--- src/rtl/fetch_stage.sv ---
// fetch_stage
//   Instruction-fetch stage plus IF/ID pipeline register of the pipelined
//   MIPS core. Owns the PC, drives the instruction-memory address, latches
//   the fetched word and PC+4 into IF/ID, applies EX-stage redirects, and
//   produces the decode control unit's Stall input.
//
//   Build option: define FETCH_LOADUSE_STALL_EN to enable load-use hazard
//   detection. Without it, ex_memtoreg/ex_rt are ignored and software must
//   schedule a delay slot after each LW.
//
// Parameters:
//   RESET_PC    PC value loaded on reset
//   NOP_WORD    instruction word held in IF/ID while it is invalid
//
// Ports:
//   clk          in   1   rising-edge clock
//   rst          in   1   synchronous active-high reset
//   imem_addr    out  32  current PC to combinational instruction memory
//   imem_data    in   32  instruction at imem_addr, same cycle
//   redirect_en  in   1   taken branch/jump resolved in EX
//   redirect_pc  in   32  redirect target (bits [1:0] forced to 0)
//   ex_memtoreg  in   1   ID/EX instruction is a load
//   ex_rt        in   5   destination register of that load
//   ins          out  32  IF/ID instruction
//   id_pc4       out  32  IF/ID PC+4
//   id_valid     out  1   IF/ID holds a real instruction
//   stall        out  1   squashes decoded controls to a bubble

module fetch_stage #(
    parameter logic [31:0] RESET_PC = 32'h0000_0000,
    parameter logic [31:0] NOP_WORD = 32'h0000_0000
) (
    input  logic        clk,
    input  logic        rst,
    output logic [31:0] imem_addr,
    input  logic [31:0] imem_data,
    input  logic        redirect_en,
    input  logic [31:0] redirect_pc,
    input  logic        ex_memtoreg,
    input  logic [4:0]  ex_rt,
    output logic [31:0] ins,
    output logic [31:0] id_pc4,
    output logic        id_valid,
    output logic        stall
);

    localparam logic [5:0] OP_RTYPE = 6'h00;
    localparam logic [5:0] OP_LW    = 6'h23;
    localparam logic [5:0] OP_SW    = 6'h2B;
    localparam logic [5:0] OP_BEQ   = 6'h04;

    logic [31:0] pc;
    logic [31:0] pc_plus4;
    logic        hazard;

    assign imem_addr = pc;
    assign pc_plus4  = pc + 32'd4;   // wraps modulo 2^32

`ifdef FETCH_LOADUSE_STALL_EN
    logic [5:0] op;
    logic [4:0] rs;
    logic [4:0] rt;
    logic       uses_rs;
    logic       uses_rt;

    assign op = ins[31:26];
    assign rs = ins[25:21];
    assign rt = ins[20:16];

    always_comb begin
        uses_rs = 1'b0;
        uses_rt = 1'b0;
        case (op)
            OP_RTYPE: begin uses_rs = 1'b1; uses_rt = 1'b1; end
            OP_LW:    begin uses_rs = 1'b1; end
            OP_SW:    begin uses_rs = 1'b1; uses_rt = 1'b1; end
            OP_BEQ:   begin uses_rs = 1'b1; uses_rt = 1'b1; end
            default:  begin uses_rs = 1'b0; uses_rt = 1'b0; end
        endcase
    end

    // No internal hazard state: the bubble this stall inserts into ID/EX
    // clears ex_memtoreg on the next edge, so the stall lasts one cycle.
    assign hazard = id_valid && ex_memtoreg && (ex_rt != 5'd0) &&
                    ((uses_rs && (ex_rt == rs)) || (uses_rt && (ex_rt == rt)));
`else
    logic unused_hazard_inputs;

    assign unused_hazard_inputs = ^{ex_memtoreg, ex_rt,
                                    OP_RTYPE, OP_LW, OP_SW, OP_BEQ};
    assign hazard = 1'b0;
`endif

    assign stall = hazard || !id_valid;

    // Redirect outranks hazard: the stalled instruction is on the wrong
    // path anyway, so it is discarded rather than held.
    always_ff @(posedge clk) begin
        if (rst) begin
            pc       <= RESET_PC;
            ins      <= NOP_WORD;
            id_pc4   <= '0;
            id_valid <= 1'b0;
        end else if (redirect_en) begin
            pc       <= {redirect_pc[31:2], 2'b00};
            ins      <= NOP_WORD;
            id_valid <= 1'b0;
        end else if (!hazard) begin
            pc       <= pc_plus4;
            ins      <= imem_data;
            id_pc4   <= pc_plus4;
            id_valid <= 1'b1;
        end
    end

endmodule

--- config.mk ---
export PLATFORM = sky130hd
export DESIGN_NAME = fetch_stage
export DESIGN_NICKNAME = d
export VERILOG_FILES = /design/src/rtl/fetch_stage.sv
export SDC_FILE = /design/constraint.sdc
export NUM_CORES = 1
export LEC_CHECK = 0
export CAP_MARGIN = 25
export CORE_ASPECT_RATIO = 2
export CORE_MARGIN = 3
export CORE_UTILIZATION = 37
export CTS_CLUSTER_SIZE = 12
export DETAILED_ROUTE_END_ITERATION = 8
export GPL_ROUTABILITY_DRIVEN = 0
export GPL_TIMING_DRIVEN = 0
export PLACE_DENSITY = 0.78
export SYNTH_ARGS = -nofsm -noshare
export SYNTH_HDL_FRONTEND = slang
export SYNTH_SLANG_ARGS = --single-unit
--- constraint.sdc ---
create_clock -name clk -period 2.2 [get_ports clk]
set_clock_uncertainty 0.2 [all_clocks]
set_input_delay 0.22 -clock clk [delete_from_list [all_inputs] [get_ports clk]]
set_output_delay 0.22 -clock clk [all_outputs]
set_load 0.1 [all_outputs]
**Run 1: wiring by layer**

(2 px per um)
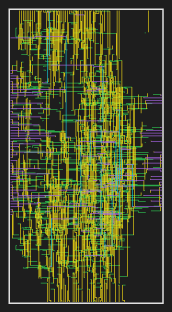
[metal 3] purple | wire length: 1010 um
[metal 4] cyan | wire length: 406 um
[metal 2] yellow | wire length: 7110 um
[metal 1] green | wire length: 4170 um
vias: 3881
final WL: 12700 um
total track usage: 0.220
wire length per cell: 17.5 um

**Run 1: signal wires on met3**

(4 px per um)
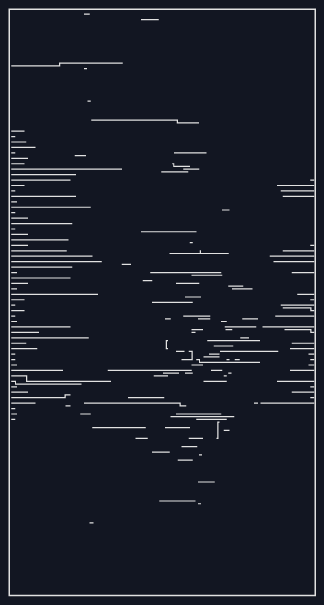
share of all routed wire: 8.0%
longest straight run: 27.4 um
nets with wire on the layer: 127
main direction: horizontal
wire length on this layer: 1010 um
GR Util met3: 0.0654

==> out/qor.txt, run 1 <==
Main logic family: simple AND/OR/NAND/NOR gates
Worst Setup End Kind: flop
RSZ-0062 raised after global routing: true
Largest net degree at the start of global routing: 17
Pwr dens: 806 mW/mm2
Clock latency on the worst-skew pair: 340 ps
Non-clk invs: 32
Hold path cells: 3
Nonclk buf count: 200
WP depth: 5
Clock Tree Root: clkbuf_16
Port-buffer cells: 157
OpenROAD warning count: 37
Final std cells w/o fill: 724
Hold Crit Class: input port to flop
Leak: 2.58 nW
Top power group: sequential cells
Adder Area Share: 0.00344
Initial antenna violation count: 0
Top cell area share: 0.512
Crit path buf inv count: 1
Setup TNS: -929 ps
Critical path class: flop to flop
Int Pwr: 0.00306 W
And+or+nand+nor area frac: 0.241
Core Region: 0.00945 mm2
Starting DRT DRC Count: 365
Synth Cell Area: 0.00364 mm2
WP data arrival: 2380 ps
WHS: 215 ps
Fraction of area in registers: 0.327
Sequential share of power: 0.389
Met1 GRT Util: 0.201
Reg2reg path depth: 5
Final hold violations: 0
Setup crit start: imem_addr[21]
Failing checks: setup timing
Setup slack after layout: -133 ps
Vias per cell: 5.36
Fin area: 0.00594 mm2
Sequential group power: 0.00186 W
Worst Path Required: 2250 ps
Cell Area, Placed: 0.00549 mm2
Die x size: 76.1 um
Flop2flop setup slack: -130 ps
Pre-CTS WS: -259 ps
Yosys top cell by area: dfxtp_1
M1 wire length: 4170 um
Max clock buf depth: 2
Top cells by count, synth: dfxtp_1 (93), nor2_1 (42), and2_1 (34)
Post-DP HPWL: 9420 um
Hold_sp: redirect_pc[6]
Final Power: 0.00479 W
Final-report setup violation count: 10
Startpoint Class: flop
Sw Share: 0.361
Critical Path End: imem_addr[26]
Clk slew on worst S/H paths: 70 ps
Cts-stage hold buffer count: 0
Layout cells sized above 1: 0.160
Mux cell area share: 0.00585
Drt pass-1 iters: 5
Count leader, synth: dfxtp_1
Mean post-synth cell area: 9.00 um2
Final clock-cell share: 0.0552
Crit-path cells: nand4_1 > or4_1 > buf_6 > or4_4 > a311oi_2
Synth Area in Compound Gates: 0.157
I/O Pins: 171
Die ar.: 0.0111 mm2
Comb/total area: 0.282
Comb. cell area: 0.00168 mm2
Number of gates resized after cts: 109
Ys flops: 93
Status: finished, violations left
Family with the most delay on the worst path: simple AND/OR/NAND/NOR gates
Slowest CP cell: or4_1
Sequential cell area: 0.00195 mm2
Tcrit/Tclk final: 1.06
Fmax: 0.429 GHz
CTS Sinks: 93
Tap cells: 130
Comb power frac: 0.262
Yosys warns: 0
Clk pwr: 0.00167 W
Dominant kind of cell: sequential cells
R2r endpoint: imem_addr[26]
Syn Inst Count: 404
**Run 1: clock wiring as the flow saved it**

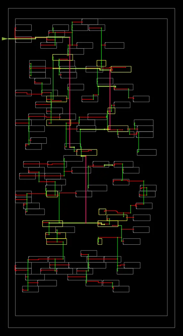
flop count: 93
TritonCTS buffer count: 9
clk_buf instances: 11

-- run 1: cells in the final DEF, fill, tap and decap left out, types with 3 or more instances in the layout --
cell type	instances
conb_1	4
o21ai_0	7
a311oi_2	6
nor2_1	42
clkdlybuf4s50_1	63
nor3_1	15
inv_1	30
clkbuf_1	19
and4_1	6
dfxtp_4	20
clkbuf_16	10
a311oi_1	13
nand4_1	12
a31o_2	4
a21oi_1	15
buf_4	19
nand3_1	10
o31ai_1	7
a211oi_1	6
dfxtp_2	7
a2111oi_0	5
or4_1	6
nor4_4	3
nor4_1	5
xnor2_1	4
or4_4	4
nand2_1	17
dfxtp_1	66
dlygate4sd2_1	94
and2_1	34
-- run 1: registers in the layout (all words and copies together) (netlist names) --
signal / count
id_valid: 1
imem_addr: 30
ins: 32
id_pc4: 30
**Run 1: clock network drawn from the DEF**

(4 px per um)
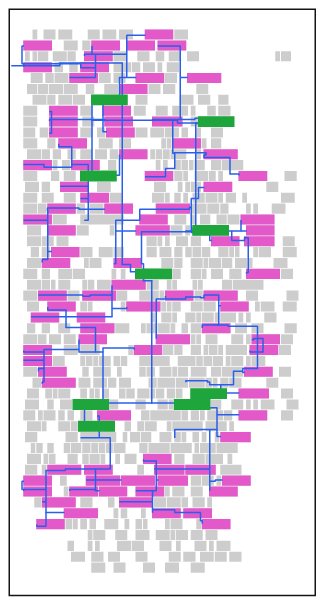

## Run 2: what changed since run 1
--- a/config.mk
+++ b/config.mk
@@ -11,9 +11,8 @@
 export CORE_UTILIZATION = 37
 export CTS_CLUSTER_SIZE = 12
 export DETAILED_ROUTE_END_ITERATION = 8
-export GPL_ROUTABILITY_DRIVEN = 0
 export GPL_TIMING_DRIVEN = 0
-export PLACE_DENSITY = 0.78
+export PLACE_DENSITY = 0.77
 export SYNTH_ARGS = -nofsm -noshare
 export SYNTH_HDL_FRONTEND = slang
 export SYNTH_SLANG_ARGS = --single-unit
**Run 2: clock network drawn from the DEF**

(4 px per um)
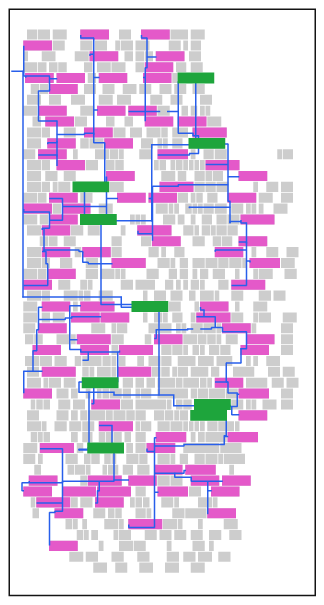
[clock wires] blue | length: 1050 um
[flip-flops] magenta | count: 93
[clock drivers] green | count: 9
flops lie: widely spread
routed clock nets: 10
clock latency on the worst-skew pair: 340 ps
clock share of power: 0.324
clk pwr: 0.00149 W

**Run 2: signal wires on met3**

(4 px per um)
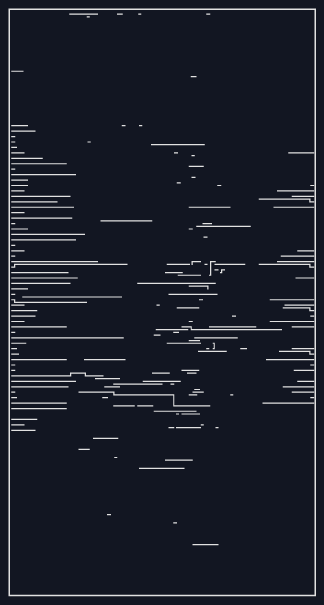
wire length on this layer: 1070 um
nets with wire on the layer: 130
GR Util met3: 0.0673
vias: 3898
final WL: 12000 um

==> run 2 against run 1 <==
Clock power is about 10% lower; core utilization hardly changed; highest routed layer unchanged; the flow still finishes with violations (setup timing); largest cell class unchanged; synthesized area unchanged; critical path type unchanged.
==> out/qor.txt, run 2 <==
Die ar.: 0.0111 mm2 (unchanged)
Hold path cells: 3 (unchanged)
I/O Pins: 171 (unchanged)
Slowest CP cell: or4_4
Clk_buf instances: 11 (unchanged)
Leak: 2.59 nW (+0.39%)
Status: finished, violations left
Top cells excl fill/tap: dlygate4sd2_1 (93), dfxtp_1 (66), clkdlybuf4s50_1 (63)
Drt pass-1 iters: 7 (+2)
Failing checks: setup timing
Count leader, synth: dfxtp_1
Critical path class: flop to flop
Synth Area in Compound Gates: 0.157 (unchanged)
R2r endpoint: imem_addr[28]
Post-DP HPWL: 9070 um (-3.7%)
Top cell area share: 0.512 (unchanged)
Setup slack after layout: -56.9 ps (+75.8 ps)
Mux cell area share: 0.00585 (unchanged)
Fmax: 0.443 GHz (+3.4%)
Clk slew on worst S/H paths: 60 ps (about the same)
Max clock buf depth: 2 (unchanged)
Main logic family: simple AND/OR/NAND/NOR gates
Final Power: 0.00462 W (-3.6%)
And+or+nand+nor area frac: 0.241 (unchanged)
Sequential group power: 0.00186 W (about the same)
Cts-stage hold buffer count: 0 (unchanged)
Final-report setup violation count: 4 (-6)
Yosys warns: 0 (unchanged)
Nonclk buf count: 209 (+4.5%)
Final hold violations: 0 (unchanged)
Non-clk invs: 32 (unchanged)
Pre-CTS WS: -212 ps (+46.5 ps)
Top power group: sequential cells
Largest net degree at the start of global routing: 16 (-1)
Final clock-cell share: 0.0499 (-0.00527)
Die x size: 76.1 um (unchanged)
Initial antenna violation count: 0 (unchanged)
Fraction of area in registers: 0.327 (about the same)
Dominant kind of cell: sequential cells
**Run 2: gate families picked out**

(2 px per um)
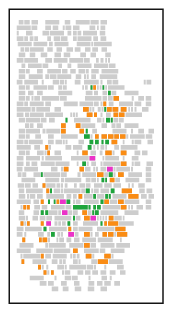
[NAND gates] green | cells: 42
[inverting AOI/OAI gates] orange | cells: 71
[AND-OR and OR-AND gates] magenta | cells: 7
Top cell excl fill/tap: dlygate4sd2_1
Comb/total area: 0.276
final std cells w/o fill: 733

-- run 2: cell counts after synthesis --
No cell type changed its count.
-- run 2: per-layer routing --
layer	up-vias	wire [um]	GRT usage
met5	-	0	0
met1	1800	3920	0.196
li1	1836	-	-
met2	207	6430	0.395
met3	55	1070	0.0673
met4	0	589	0.127
-- run 2: how the worst max path moves through the flow --
stage	start	to	cells past startpoint
floorplan	imem_addr[19]	imem_addr[26]	5
global placement	imem_addr[18]	id_pc4[26]	5
detailed placement	imem_addr[18]	id_pc4[26]	5
CTS	imem_addr[8]	imem_addr[26]	5
global route	imem_addr[20]	imem_addr[28]	5
finish	imem_addr[18]	imem_addr[28]	5
-- run 2: what timing repair did --
item,in CTS,in global routing
gates cloned,0,0
pin swaps,3,7
setup buffers,12,12
gates resized,101,15
setup endpoints to repair,109,22
Power and IR drop assume default switching activity.
